m3.png
The bar under the picture is 20 microns long.
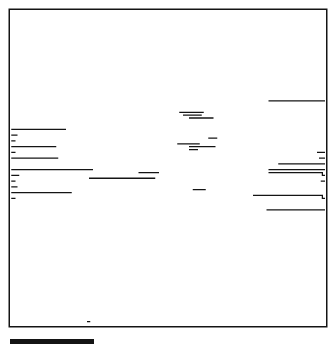
ff_map.png
Other sequential cells in the stronger grey, the rest of the logic in the fainter grey.
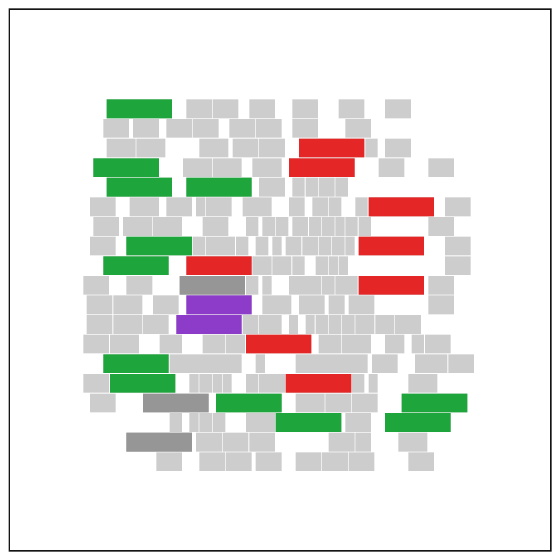
congestion_map.png
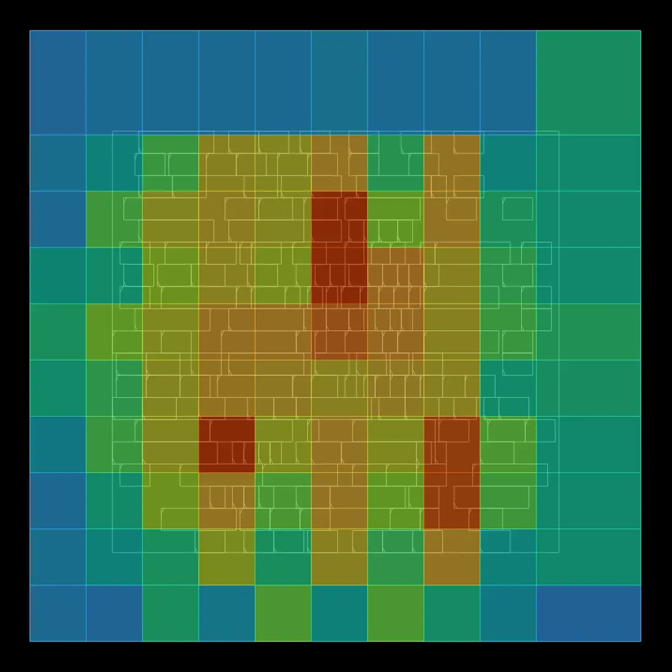
m2.png
Cells faint in the background.
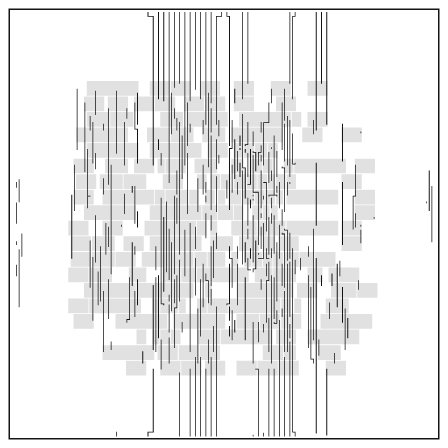
gates.png
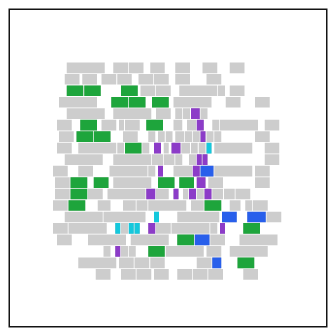
Design fetch_unit, sky130hd; sources not shown.
==> out/results.ini <==
[final_timing]
setup_viol=0
fmax_mhz=379
setup_slack_ns=1.36
rsz0062_at_grt=no
finalCriticalPeriod_ns=2.64

[finish]
nFlopsAndLatches=25
fill_cells=234
largest_cell_class=combinational gates
logic_area_sq_um=627
fin_area_sq_um=1960
signal_buffers=61

[power]
maxPowerGroup=sequential cells
switching_share=0.297
p_clk_mw=0.112
pg_comb_mw=0.234
clock_power_share=0.166
p_sw_mw=0.201

[yosys]
syn_inst=126
synthXorXnorAreaFrac=0
synth-edff-count=0
ys_types=30
yosysTopAreaCell=dfrtp_1
ys_area_sq_um=1360
fa_ha_area_frac=0.00923
postSynthAreaPerCell_sq_um=10.8
ys_cells=126

[global_route]
grt_overflow=0
grt_pass1_wl_microns=6100

[cts]
clock-root-buffer=clkbuf_4
clk_path_buf_depth=2
clkLatencyLatePin_ns=0.31
cts_hold_buf=0
cts_sinks=25

[die]
die_h_microns=74.9
rows=19
dieArea_sq_um=5610

[setup_path]
cp_cell_sequence=clkdlybuf4s50_1 > o21bai_1 > a2111oi_4 > mux2_2
path_class=input pin to flop
arrival_ns=2.85
cp-start-kind=input pin
path_buffers=1

[outcome]
status=finished clean

[routing]
route.met3.wl_microns=211
highest_layer=met4
via_per_inst=5.50
dr.pass1.iters=4
ant_nets=0
dr_wl_met2_microns=1960

[placed_design]
post_dp_cell_area_sq_um=1910

Back to the opening pictures, m3.png:
- share of all routed wire: 5.7%
- wire length on this layer: 212 microns
- longest straight run: 19.1 microns
- main direction: horizontal
via count: 1156
drt total wl: 3690 microns
met3 usage: 0.0276

Back to the opening pictures, ff_map.png:
- green: ir (placed flops 12)
- purple: state (placed flops 2)
- red: uPcUnit.pc (placed flops 8; where centre)
Flop area: 626 sq um
sequential power: 0.329 mW

Back to the opening pictures, congestion_map.png:
Most Crowded Layer GR: met2
Global Route Usage Sum: 0.137
Layout Utilization: 0.693
GR Util met2: 0.244
grt met1 use: 0.164

Back to the opening pictures, m2.png:
- main direction: vertical
- wire length on this layer: 1960 microns
- longest straight run: 32.1 microns
- share of all routed wire: 53%

Back to the opening pictures, gates.png:
- green: mux cells (cells 22)
- purple: nand cells (cells 17; where centre)
- blue: and/or cells (cells 5)
- cyan: inv cells (cells 5)
most used logic cell in the final layout: clkdlybuf4s50_1
non-filler cells, final: 210
fraction of area in multi-input gates: 0.320

No activity file was given, so power comes from the tool's default toggle rates.
